==> run_1/layer_met1.png <==
Bar = 50 um. Cells faint in the background.
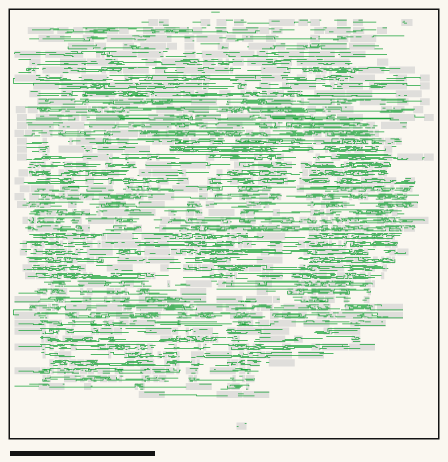
==> run_1/layer_met2.png <==
Bar = 50 um. Cells faint in the background.
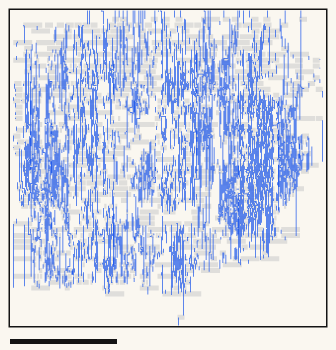
==> run_1/layer_met3.png <==
Bar = 50 um. Cells faint in the background.
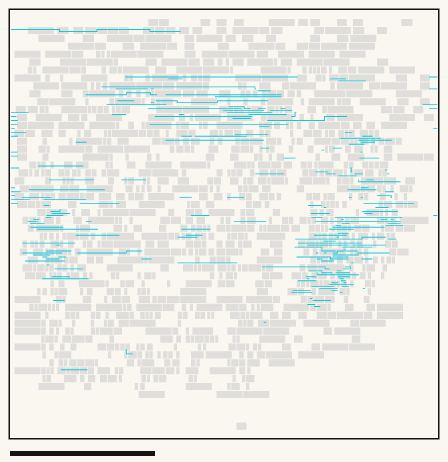
[src/rtl/recip_x_pkg.sv]
// rtl/recip_x_pkg.sv - shared flag/rounding encodings and helpers for the reciprocal unit
// Contents: class, exception and rounding-attribute one-hot indices (MSB-first in listing
// order), the control FSM state type, and rounding-decision helpers.
package recip_x_pkg;

   // one-hot result class (rFlags)
   localparam int NTYPES    = 6;
   localparam int SNAN      = 5;
   localparam int QNAN      = 4;
   localparam int INFINITY  = 3;
   localparam int ZERO      = 2;
   localparam int SUBNORMAL = 1;
   localparam int NORMAL    = 0;

   // exception vector {invalid, divideByZero, overflow, underflow, inexact}
   localparam int NEXCEPTIONS  = 5;
   localparam int INVALID      = 4;
   localparam int DIVIDEBYZERO = 3;
   localparam int OVERFLOW     = 2;
   localparam int UNDERFLOW    = 1;
   localparam int INEXACT      = 0;

   // one-hot rounding attribute
   localparam int NRAS                  = 5;
   localparam int ROUND_TIES_TO_EVEN    = 4;
   localparam int ROUND_TIES_TO_AWAY    = 3;
   localparam int ROUND_TOWARD_ZERO     = 2;
   localparam int ROUND_TOWARD_POSITIVE = 1;
   localparam int ROUND_TOWARD_NEGATIVE = 0;

   typedef enum logic [1:0] {ST_IDLE, ST_DIV, ST_RND, ST_DONE} state_t;

   // g is the half-ulp bit, s the OR of everything below it
   function automatic logic round_up(input logic [NRAS-1:0] ra, input logic sign,
                                     input logic lsb, input logic g, input logic s);
      logic up;
      up = 1'b0;
      if (ra[ROUND_TIES_TO_EVEN])
         up = g & (s | lsb);
      else if (ra[ROUND_TIES_TO_AWAY])
         up = g;
      else if (ra[ROUND_TOWARD_ZERO])
         up = 1'b0;
      else if (ra[ROUND_TOWARD_POSITIVE])
         up = ~sign & (g | s);
      else if (ra[ROUND_TOWARD_NEGATIVE])
         up = sign & (g | s);
      return up;
   endfunction

   // overflow saturates to infinity unless rounding is toward zero for this sign
   function automatic logic ovf_to_inf(input logic [NRAS-1:0] ra, input logic sign);
      return ra[ROUND_TIES_TO_EVEN] | ra[ROUND_TIES_TO_AWAY] |
             (ra[ROUND_TOWARD_POSITIVE] & ~sign) | (ra[ROUND_TOWARD_NEGATIVE] & sign);
   endfunction

endpackage

[src/rtl/fp_class.sv]
// rtl/fp_class.sv - operand classifier and normaliser for binaryN values
// Ports: a    operand {sign, exp, frac}
//        sign operand sign
//        cls  one-hot class of a
//        e    unbiased exponent of the normalised value 1.f*2^e (finite nonzero only)
//        sig  significand with hidden bit, MSB always set for finite nonzero operands
module fp_class import recip_x_pkg::*; #(
   parameter int NEXP = 5,
   parameter int NSIG = 10
) (
   input  logic [NEXP+NSIG:0]      a,
   output logic                    sign,
   output logic [NTYPES-1:0]       cls,
   output logic signed [NEXP+1:0]  e,
   output logic [NSIG:0]           sig
);

   localparam int BIAS = 2**(NEXP-1) - 1;
   localparam int EMIN = 1 - BIAS;
   localparam int EW   = NEXP + 2;

   logic [NEXP-1:0] exp_f;
   logic [NSIG-1:0] frac;
   int              lz;

   assign sign  = a[NEXP+NSIG];
   assign exp_f = a[NEXP+NSIG-1:NSIG];
   assign frac  = a[NSIG-1:0];

   // leading zeros of the fraction: the highest set bit wins
   always_comb begin
      lz = 0;
      for (int i = 0; i < NSIG; i++)
         if (frac[i]) lz = NSIG - 1 - i;
   end

   always_comb begin
      cls = '0;
      e   = '0;
      sig = '0;
      if (&exp_f) begin
         if (frac == '0)        cls[INFINITY] = 1'b1;
         else if (frac[NSIG-1]) cls[QNAN]     = 1'b1;
         else                   cls[SNAN]     = 1'b1;
      end else if (exp_f == '0) begin
         if (frac == '0) begin
            cls[ZERO] = 1'b1;
         end else begin
            // 0.f*2^EMIN: move the leading one up to the hidden-bit position
            cls[SUBNORMAL] = 1'b1;
            e   = EW'(EMIN - 1 - lz);
            sig = {1'b0, frac} << (lz + 1);
         end
      end else begin
         cls[NORMAL] = 1'b1;
         e   = EW'(int'(exp_f) - BIAS);
         sig = {1'b1, frac};
      end
   end

endmodule

[src/rtl/recip_x.sv]
// rtl/recip_x.sv - multicycle correctly rounded IEEE 754 reciprocal 1/a
// Ports: clk, rst_n (async active-low), start (samples a/ra),
//        a operand, ra one-hot rounding attribute,
//        r result, rFlags one-hot class of r, exception flags, done one-cycle pulse.
// Latency from the sampling edge to done is NSIG+4 edges for every operand class.
module recip_x import recip_x_pkg::*; #(
   parameter int NEXP = 5,
   parameter int NSIG = 10
) (
   input  logic                   clk,
   input  logic                   rst_n,
   input  logic                   start,
   input  logic [NEXP+NSIG:0]     a,
   input  logic [NRAS-1:0]        ra,
   output logic [NEXP+NSIG:0]     r,
   output logic [NTYPES-1:0]      rFlags,
   output logic [NEXCEPTIONS-1:0] exception,
   output logic                   done
);

   localparam int N    = NEXP + NSIG + 1;
   localparam int BIAS = 2**(NEXP-1) - 1;
   localparam int EW   = NEXP + 2;
   localparam int SW   = NSIG + 3;            // integer bit, NSIG fraction bits, guard, round
   localparam int CW   = $clog2(NSIG + 2) + 1;
   localparam logic signed [EW-1:0] EMAX_S = EW'(BIAS);
   localparam logic signed [EW-1:0] EMIN_S = EW'(1 - BIAS);
   localparam logic signed [EW-1:0] BIAS_S = EW'(BIAS);
   localparam logic signed [EW-1:0] ONE_E  = EW'(1);
   localparam logic [NSIG:0]        ONE_R  = (NSIG+1)'(1);
   localparam logic [CW-1:0]        DIV_LAST = CW'(NSIG + 1);

   logic                   a_sign;
   logic [NTYPES-1:0]      a_cls;
   logic signed [EW-1:0]   a_e;
   logic [NSIG:0]          a_sig;

   fp_class #(.NEXP(NEXP), .NSIG(NSIG)) u_class (
      .a    (a),
      .sign (a_sign),
      .cls  (a_cls),
      .e    (a_e),
      .sig  (a_sig)
   );

   state_t                  state_q, state_d;
   logic [CW-1:0]           cnt_q, cnt_d;
   logic [N-1:0]            opnd_q, opnd_d;
   logic [NRAS-1:0]         ra_q, ra_d;
   logic                    sign_q, sign_d;
   logic [NTYPES-1:0]       cls_q, cls_d;
   logic signed [EW-1:0]    exp_q, exp_d;
   logic [NSIG:0]           dvsr_q, dvsr_d;
   logic [NSIG:0]           rem_q, rem_d;
   logic [SW-1:0]           quo_q, quo_d;
   logic                    pow2_q, pow2_d;
   logic [N-1:0]            res_q, res_d;
   logic [NTYPES-1:0]       res_cls_q, res_cls_d;
   logic [NEXCEPTIONS-1:0]  res_exc_q, res_exc_d;
   logic [N-1:0]            r_q, r_d;
   logic [NTYPES-1:0]       flags_q, flags_d;
   logic [NEXCEPTIONS-1:0]  exc_q, exc_d;
   logic                    done_q, done_d;

   assign r         = r_q;
   assign rFlags    = flags_q;
   assign exception = exc_q;
   assign done      = done_q;

   // restoring division step: remainder doubles, divisor subtracted when it fits
   logic [NSIG+1:0] rem2, dif;
   logic            step_bit;
   logic [NSIG:0]   step_rem;

   always_comb begin
      rem2     = {rem_q, 1'b0};
      dif      = rem2 - {1'b0, dvsr_q};
      step_bit = (rem2 >= {1'b0, dvsr_q});
      step_rem = (NSIG+1)'(step_bit ? dif : rem2);
   end

   // rounding and special-case selection, evaluated while in RND
   logic signed [EW-1:0]   re, sh, e_eff, e_fin, be;
   logic [EW-1:0]          sh_u;
   logic [SW-1:0]          ext, ext_sh, mask;
   logic [NSIG:0]          sig_t;
   logic [NSIG+1:0]        sum;
   logic [NSIG-1:0]        frac_t;
   logic                   g, stk, inc, hidden, ovf, inexact;
   logic [N-1:0]           rnd_r;
   logic [NEXCEPTIONS-1:0] rnd_x;
   logic [NTYPES-1:0]      rnd_c;
   logic [NEXP-1:0]        rx_exp;
   logic [NSIG-1:0]        rx_frac;

   always_comb begin
      // f==0 gives exactly 2^-e; otherwise the quotient holds 2q in (1,2) so 1/a = 2q*2^(-e-1)
      re  = pow2_q ? -exp_q : -exp_q - ONE_E;
      ext = pow2_q ? {1'b1, {(SW-1){1'b0}}} : quo_q;
      stk = ~pow2_q & (|rem_q);
      if (re < EMIN_S) begin
         sh    = EMIN_S - re;
         e_eff = EMIN_S;
      end else begin
         sh    = '0;
         e_eff = re;
      end
      sh_u   = sh;
      mask   = ~({SW{1'b1}} << sh_u);
      stk    = stk | (|(ext & mask));
      ext_sh = ext >> sh_u;
      sig_t  = ext_sh[SW-1:2];
      g      = ext_sh[1];
      stk    = stk | ext_sh[0];
      inc    = round_up(ra_q, sign_q, sig_t[0], g, stk);
      sum    = {1'b0, sig_t} + {{(NSIG+1){1'b0}}, inc};
      // a carry out of the significand renormalises to 1.0 with the next exponent;
      // a subnormal rounding into the hidden bit becomes the smallest normal naturally
      if (sum[NSIG+1]) begin
         hidden = 1'b1;
         frac_t = '0;
         e_fin  = e_eff + ONE_E;
      end else begin
         hidden = sum[NSIG];
         frac_t = sum[NSIG-1:0];
         e_fin  = e_eff;
      end
      be      = e_fin + BIAS_S;
      inexact = g | stk;
      ovf     = hidden && (e_fin > EMAX_S);

      rnd_r = '0;
      rnd_x = '0;
      if (cls_q[SNAN]) begin
         rnd_r          = opnd_q | (N'(1) << (NSIG - 1));
         rnd_x[INVALID] = 1'b1;
      end else if (cls_q[QNAN]) begin
         rnd_r = opnd_q;
      end else if (cls_q[INFINITY]) begin
         rnd_r = {sign_q, {(N-1){1'b0}}};
      end else if (cls_q[ZERO]) begin
         rnd_r               = {sign_q, {NEXP{1'b1}}, {NSIG{1'b0}}};
         rnd_x[DIVIDEBYZERO] = 1'b1;
      end else if (cls_q[SUBNORMAL] | cls_q[NORMAL]) begin
         if (ovf) begin
            rnd_x[OVERFLOW] = 1'b1;
            rnd_x[INEXACT]  = 1'b1;
            if (ovf_to_inf(ra_q, sign_q))
               rnd_r = {sign_q, {NEXP{1'b1}}, {NSIG{1'b0}}};
            else
               rnd_r = {sign_q, {(NEXP-1){1'b1}}, 1'b0, {NSIG{1'b1}}};
         end else begin
            rnd_r            = {sign_q, (hidden ? NEXP'(be) : {NEXP{1'b0}}), frac_t};
            rnd_x[INEXACT]   = inexact;
            rnd_x[UNDERFLOW] = ~hidden & inexact;
         end
      end
   end

   always_comb begin
      rx_exp  = rnd_r[N-2:NSIG];
      rx_frac = rnd_r[NSIG-1:0];
      rnd_c   = '0;
      if (&rx_exp) begin
         if (rx_frac == '0)        rnd_c[INFINITY] = 1'b1;
         else if (rx_frac[NSIG-1]) rnd_c[QNAN]     = 1'b1;
         else                      rnd_c[SNAN]     = 1'b1;
      end else if (rx_exp == '0) begin
         if (rx_frac == '0) rnd_c[ZERO]      = 1'b1;
         else               rnd_c[SUBNORMAL] = 1'b1;
      end else begin
         rnd_c[NORMAL] = 1'b1;
      end
   end

   always_comb begin
      state_d   = state_q;
      cnt_d     = cnt_q;
      opnd_d    = opnd_q;
      ra_d      = ra_q;
      sign_d    = sign_q;
      cls_d     = cls_q;
      exp_d     = exp_q;
      dvsr_d    = dvsr_q;
      rem_d     = rem_q;
      quo_d     = quo_q;
      pow2_d    = pow2_q;
      res_d     = res_q;
      res_cls_d = res_cls_q;
      res_exc_d = res_exc_q;
      r_d       = r_q;
      flags_d   = flags_q;
      exc_d     = exc_q;
      done_d    = 1'b0;
      case (state_q)
         ST_IDLE: begin
            if (start) begin
               state_d = ST_DIV;
               cnt_d   = '0;
               opnd_d  = a;
               ra_d    = ra;
               sign_d  = a_sign;
               cls_d   = a_cls;
               exp_d   = a_e;
               dvsr_d  = a_sig;
               pow2_d  = (a_sig[NSIG-1:0] == '0);
               // the integer quotient bit of 2/1.f is always 1, so start from 2 - 1.f
               rem_d   = ~a_sig + ONE_R;
               quo_d   = SW'(1);
            end
         end
         ST_DIV: begin
            quo_d = {quo_q[SW-2:0], step_bit};
            rem_d = step_rem;
            cnt_d = cnt_q + 1'b1;
            if (cnt_q == DIV_LAST) state_d = ST_RND;
         end
         ST_RND: begin
            res_d     = rnd_r;
            res_cls_d = rnd_c;
            res_exc_d = rnd_x;
            state_d   = ST_DONE;
         end
         ST_DONE: begin
            r_d     = res_q;
            flags_d = res_cls_q;
            exc_d   = res_exc_q;
            done_d  = 1'b1;
            state_d = ST_IDLE;
         end
         default: state_d = ST_IDLE;
      endcase
   end

   always_ff @(posedge clk or negedge rst_n) begin
      if (!rst_n) begin
         state_q   <= ST_IDLE;
         cnt_q     <= '0;
         opnd_q    <= '0;
         ra_q      <= '0;
         sign_q    <= 1'b0;
         cls_q     <= '0;
         exp_q     <= '0;
         dvsr_q    <= '0;
         rem_q     <= '0;
         quo_q     <= '0;
         pow2_q    <= 1'b0;
         res_q     <= '0;
         res_cls_q <= '0;
         res_exc_q <= '0;
         r_q       <= '0;
         flags_q   <= '0;
         exc_q     <= '0;
         done_q    <= 1'b0;
      end else begin
         state_q   <= state_d;
         cnt_q     <= cnt_d;
         opnd_q    <= opnd_d;
         ra_q      <= ra_d;
         sign_q    <= sign_d;
         cls_q     <= cls_d;
         exp_q     <= exp_d;
         dvsr_q    <= dvsr_d;
         rem_q     <= rem_d;
         quo_q     <= quo_d;
         pow2_q    <= pow2_d;
         res_q     <= res_d;
         res_cls_q <= res_cls_d;
         res_exc_q <= res_exc_d;
         r_q       <= r_d;
         flags_q   <= flags_d;
         exc_q     <= exc_d;
         done_q    <= done_d;
      end
   end

endmodule

[config.mk]
export PLATFORM = sky130hd
export DESIGN_NAME = recip_x
export DESIGN_NICKNAME = d
export VERILOG_FILES = /design/src/rtl/recip_x_pkg.sv /design/src/rtl/fp_class.sv /design/src/rtl/recip_x.sv
export SDC_FILE = /design/constraint.sdc
export NUM_CORES = 1
export LEC_CHECK = 0
export CORE_UTILIZATION = 45
export CTS_CLUSTER_DIAMETER = 60
export DETAILED_ROUTE_END_ITERATION = 10
export GPL_ROUTABILITY_DRIVEN = 0
export PLACE_DENSITY = 0.65
export SLEW_MARGIN = 20
export SYNTH_ARGS = -nofsm -noshare
export SYNTH_HDL_FRONTEND = slang
export SYNTH_SLANG_ARGS = --single-unit
[constraint.sdc]
create_clock -name clk -period 8.5 [get_ports clk]
set_clock_uncertainty 0.1 [all_clocks]
set_input_delay 0.85 -clock clk [delete_from_list [all_inputs] [get_ports clk]]
set_output_delay 0.85 -clock clk [all_outputs]
set_load 0.01 [all_outputs]
==> metrics.yaml, run 1 <==
critical_path:
  crit_arrival_ps: 8330
  r2r_start: "exp_q[0]"
  cp-end-kind: "register"
  required_ps: 8730
  crit_end: "res_cls_q[5]"
  path_buffers: 3
  r2r_cells: 32
  slowest_delay_ps: 520
  crit_fanout: 13
  path_depth: 32
  start_kind: "register"
  cpMostUsedCell: "ha_1"
  r2r-end: "res_cls_q[5]"
  crit_family: "AND-OR/OR-AND gates"
yosys:
  ys_seq_frac: 0.346
  synth_area_um2: 9480
  aoi_share: 0.228
  numSynthFlops: 131
  synthArstFlopShare: 1.00
  syn-num-nets: 1163
  fa_ha_area_frac: 0.0444
  mux_share: 0.0841
  syn_area_per_cell_um2: 8.57
  synth.cells.most_frequent: "dfrtp_1, nand2_1, nor2_1"
  yosys.cell_types.count: 92
  ys_area_um2: 9480
  yosys-stat-cells: 1106
  yosysTopAreaCellShare: 0.346
  syn_inst: 1106
  ys_sh_xor: 0.0510
  ys_top_logic_family: "AND-OR/OR-AND gates"
finish:
  nClkBuffers: 17
  final-clk-cell-share: 0.0545
  num-nonclk-buffers: 73
  final_cells: 1415
  area_growth_pct: 14.2
  nets: 1189
  flop-count: 131
  sh_seq_area: 0.303
  final_cell_area_um2: 10800
  regArea_um2: 3280
  fill_cells: 1876
placed_design:
  dpl_cell_area_um2: 10200
  dpl.cell_count: 1382
  io_buffers: 51
  place_ws_ps: 313
  dp_hpwl_mm: 18.8
clock_network:
  cts_max_path_buffers: 2
  cts.htree.levels: 4
  path_clk_slew_ps: 70
  clock_latency_ps: 430
  cts_buffers: 17
  root_buffer: "clkbuf_16"
  cts_tree: "done"
timing:
  rsz0062_at_grt: "no"
  setup_violations: 0
  setup_ws_ps: 396
  max_freq_ghz: 0.123
  slew_headroom: 0.313
  totalNegativeSetupSlack_ps: 0
global_routing:
  antenna_found_initial: 0
  overflow: 0
  grt_first_pass_wirelength_mm: 42.6
  grt_max_degree: 78
flow_run:
  maxCapViolCount: 0
detailed_routing:
  first_iter_violations: 813
  first_pass_iters: 6
floorplan:
  coreArea_um2: 20400
  num_rows: 52
  chip_area_um2: 21600
  die_y_um: 147
outcome:
  status: "finished clean"
hold_path:
  hold_class: "in -> async"
-- layer_met1.png (at the start) --
- longest straight run: 55.7 um
- nets with wire on the layer: 1109
- share of all routed wire: 47%
total wire length: 25.6 mm
routed vias: 8621

-- layer_met2.png (at the start) --
- wire length on this layer: 11400 um
- nets with wire on the layer: 999
- main direction: vertical
- share of all routed wire: 44%
- longest straight run: 61.5 um
met2 usage: 0.371

-- layer_met3.png (at the start) --
- longest straight run: 58.9 um
- wire length on this layer: 1670 um
- main direction: horizontal
- share of all routed wire: 6.5%
- nets with wire on the layer: 144

==> run 1: per-layer routing <==
layer  global-route usage  vias to the layer above  wire length (um)  part of all wire
li1                     -                     4098                 -                 -
met1                0.356                     4115             12000              0.47
met2                0.371                      349             11400              0.44
met3               0.0401                       59              1670             0.065
met4               0.0814                        0               569             0.022
met5                    0                        -                 0                 0
==> run 1: placed cells by master, fill, tap and decap left out, drive strengths merged, types with 23 or more instances in the layout <==
master	n
o21ai	79
xnor2	36
buf	23
nor3	25
dfrtp	131
clkdlybuf4s50	50
ha	32
nor2	112
mux2	49
nand2	126
inv	51
a21oi	78
==> run 1: repair_timing <==
| item | 4_1_cts | 5_1_grt |
|---|---|---|
| buffers inserted | 0 | 1 |
| hold buffers | 0 | 0 |
| setup endpoints to repair | 0 | 15 |
| resized | 0 | 6 |
==> run 2, diff against run 1 <==
--- a/config.mk
+++ b/config.mk
@@ -6,6 +6,7 @@
 export NUM_CORES = 1
 export LEC_CHECK = 0
 export CORE_UTILIZATION = 45
+export CTS_BUF_LIST = sky130_fd_sc_hd__clkbuf_16
 export CTS_CLUSTER_DIAMETER = 60
 export DETAILED_ROUTE_END_ITERATION = 10
 export GPL_ROUTABILITY_DRIVEN = 0
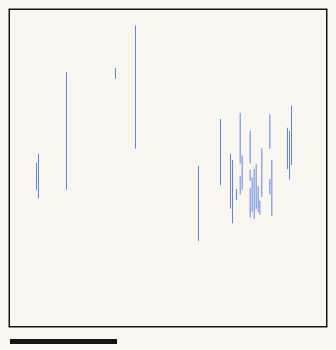
(run_2/layer_met4.png)
Bar = 50 um.
- share of all routed wire: 2.2%
- main direction: vertical
- nets with wire on the layer: 25
- wire length on this layer: 570 um

==> run 2 against run 1 <==
Wire length did not move. Worst hold slack did not move. Flip-flop count unchanged. Non-clock buffer count unchanged. Design area unchanged. First-iteration DRC count unchanged. Highest routed layer unchanged. Register-to-register slack about the same. Count of clock-buffer cells in the layout unchanged.
==> metrics.yaml, run 2 <==
flow_run:
  maxCapViolCount: 0  # unchanged
critical_path:
  r2r_start: "exp_q[0]"
  path_depth: 32  # unchanged
  required_ps: 8730  # about the same
  cpMostUsedCell: "ha_1"
  crit_family: "AND-OR/OR-AND gates"
  path_buffers: 3  # unchanged
  crit_fanout: 13  # unchanged
  cp-end-kind: "register"
  slowest_delay_ps: 520  # about the same
  start_kind: "register"
  r2r-end: "res_cls_q[5]"
yosys:
  syn_area_per_cell_um2: 8.57  # unchanged
  yosys-stat-cells: 1106  # unchanged
  synthArstFlopShare: 1.00  # unchanged
  syn-num-nets: 1163  # unchanged
  synth_area_um2: 9480  # unchanged
  syn_inst: 1106  # unchanged
  yosysTopAreaCellShare: 0.346  # unchanged
  ys_area_um2: 9480  # unchanged
  synth.cells.most_frequent: "dfrtp_1, nand2_1, nor2_1"
global_routing:
  grt_busiest_layer: "met2"
  use_met3: 0.0401  # unchanged
  grt_max_degree: 78  # unchanged
  overflow: 0  # unchanged
clock_network:
  cts-hold-fix-buffers: 0  # unchanged
  root_buffer: "clkbuf_16"
  clock_latency_ps: 430  # about the same
  cts_resized: 0  # unchanged
  cts_tree: "done"
  cts_max_path_buffers: 2  # unchanged
placed_design:
  dpl_cell_area_um2: 10200  # unchanged
  dpl.cell_count: 1382  # unchanged
  dp_hpwl_mm: 18.8  # unchanged
timing:
  totalNegativeSetupSlack_ps: 0  # unchanged
  slew_headroom: 0.313  # unchanged
  setup_ws_ps: 396  # unchanged
  rsz0062_at_grt: "no"
  max_freq_ghz: 0.123  # unchanged
  setup_violations: 0  # unchanged
outcome:
  status: "finished clean"
finish:
  final_common_cell: "dfrtp_1"
  area_growth_pct: 14.2  # unchanged
  final_cell_mix: "dfrtp_1, nand2_1, nor2_1, a21oi_1, o21ai_0"
  final_cells: 1415  # unchanged
  nets: 1189  # unchanged
detailed_routing:
  wl_met3_mm: 1.67  # unchanged
  first_pass_iters: 6  # unchanged
floorplan:
  die_y_um: 147  # unchanged
  coreArea_um2: 20400  # unchanged
hold_path:
  hold_class: "in -> async"
[run 2: cell counts after synthesis]
No cell type changed its count.
[run 2: logic make-up (layout without fill, tap and decap cells)]
| kind of cell | Yosys count | in the layout | synth area share |
|---|---|---|---|
| and+or+nand+nor | 390 | 390 | 0.199 |
| AOI/OAI and AO/OA | 317 | 317 | 0.228 |
| DFF | 131 | 131 | 0.346 |
| buffers and inverters | 111 | 150 | 0.0474 |
| muxes | 71 | 71 | 0.0841 |
| xor gates and xnor gates | 53 | 53 | 0.0510 |
| adders and majority gates | 33 | 33 | 0.0444 |
[run 2: final cells by class]
type                       count  area, um2
inverter                      45        169
timing repair buffer          73        677
tap                          270        338
sequential                   131       3280
multi-input combinational    864       5770
clock buffer                  17        425
clock inverter                15        164
fill                        1876       9610
==> run 3, diff against run 2 <==
--- a/config.mk
+++ b/config.mk
@@ -6,7 +6,7 @@
 export NUM_CORES = 1
 export LEC_CHECK = 0
 export CORE_UTILIZATION = 45
-export CTS_BUF_LIST = sky130_fd_sc_hd__clkbuf_16
+export CTS_BUF_LIST = sky130_fd_sc_hd__clkbuf_4 sky130_fd_sc_hd__clkbuf_8
 export CTS_CLUSTER_DIAMETER = 60
 export DETAILED_ROUTE_END_ITERATION = 10
 export GPL_ROUTABILITY_DRIVEN = 0
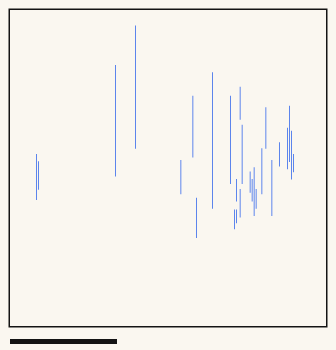
(run_3/layer_met4.png)
Bar = 50 um.
- wire length on this layer: 593 um
- longest straight run: 63.2 um
- main direction: vertical
- share of all routed wire: 2.3%
- nets with wire on the layer: 22

==> run 3 against run 2 <==
Cell count unchanged. Worst hold slack worse by 45 ps. Die size did not move. Wire length down 0.90%. Largest cell class unchanged.
==> metrics.yaml, run 3 <==
yosys:
  yosysTopAreaCellShare: 0.346  # unchanged
  yosys-stat-cells: 1106  # unchanged
  syn_area_per_cell_um2: 8.57  # unchanged
  syn-num-nets: 1163  # unchanged
  synthArstFlopShare: 1.00  # unchanged
  synth.cells.most_frequent: "dfrtp_1, nand2_1, nor2_1"
  ys_area_um2: 9480  # unchanged
  synth_area_um2: 9480  # unchanged
  syn_inst: 1106  # unchanged
floorplan:
  n_tap_cell: 270  # unchanged
  num_rows: 52
  die_y_um: 147  # unchanged
  coreArea_um2: 20400  # unchanged
finish:
  logic_area_um2: 5780  # +0.13%
  final_common_cell: "dfrtp_1"
  nClkBuffers: 17  # unchanged
  sh_seq_area: 0.308  # +0.00524
  final_cell_mix: "dfrtp_1, nand2_1, nor2_1, a21oi_1, o21ai_0"
  num-nonclk-buffers: 73  # unchanged
  comb_area_frac: 0.543  # +0.00992
  fill_cells: 1909  # +1.8%
  flop-count: 131  # unchanged
  final_cells: 1415  # unchanged
  area_growth_pct: 12.3
  inv_count: 45  # unchanged
  nets: 1189  # unchanged
  regArea_um2: 3280  # unchanged
  top_area_cell_class: "multi-input combinational cells"
  final-clk-cell-share: 0.0374  # -0.0171
  logic_gate_count: 864  # unchanged
  layout.nonclk_buf_frac: 0.0636  # +0.00108
clock_network:
  cts.htree.levels: 4
  clock_latency_ps: 470  # +40 ps
  cts_tree: "done"
  root_buffer: "clkbuf_8"
  cts_max_path_buffers: 2  # unchanged
  cts_buffers: 17
  cts-hold-fix-buffers: 0  # unchanged
hold_path:
  hold_class: "in -> async"
global_routing:
  use_met1: 0.351
  grt_busiest_layer: "met2"
  use_met3: 0.0484  # +0.00839
  grt_max_degree: 78  # unchanged
  overflow: 0  # unchanged
placed_design:
  dpl_cell_area_um2: 10200  # unchanged
  dpl.cell_count: 1382  # unchanged
  dp_hpwl_mm: 18.8  # unchanged
critical_path:
  slowest_delay_ps: 480  # -40 ps
  crit_fanout: 13  # unchanged
  start_kind: "register"
  cp-end-kind: "register"
  r2r_start: "exp_q[0]"
  crit_family: "AND-OR/OR-AND gates"
  cpMostUsedCell: "ha_1"
  required_ps: 8760  # +30 ps
  path_buffers: 3  # unchanged
outcome:
  status: "finished clean"
timing:
  rsz0062_at_grt: "no"
  setup_violations: 0  # unchanged
  slew_headroom: 0.229  # -0.0839
  max_freq_ghz: 0.125  # +1.0%
  setup_ws_ps: 480  # +84.1 ps
  totalNegativeSetupSlack_ps: 0  # unchanged
detailed_routing:
  wl_met3_mm: 1.73  # +3.5%
  first_pass_iters: 7  # +1
flow_run:
  maxCapViolCount: 0  # unchanged
[run 3: cells by family (layout without fill, tap and decap cells)]
group           count (synthesis)  in the layout  synth area share
buf+inv                       111            150            0.0474
xor+xnor                       53             53            0.0510
compound gates                317            317             0.228
fa+ha+maj                      33             33            0.0444
mux                            71             71            0.0841
flops                         131            131             0.346
simple gates                  390            390             0.199
[run 3: final timing paths]
kind / end / slack [ps] / cells after the start
setup / recovery: res_cls_q[5] / 480 / 33
hold / removal: rFlags[0] / 230 / 1
setup reg to reg: res_cls_q[5] / 480 / 33
hold reg to reg: dvsr_q[10] / 380 / 2
max in group asynchronous: exp_q[1] / 6650 / 2
min in group clk: dvsr_q[10] / 380 / 2
[run 3: timing repair]
item	4_1_cts	5_1_grt
resized	0	7
setup buffers	0	1
endpoints found under the setup margin	0	15
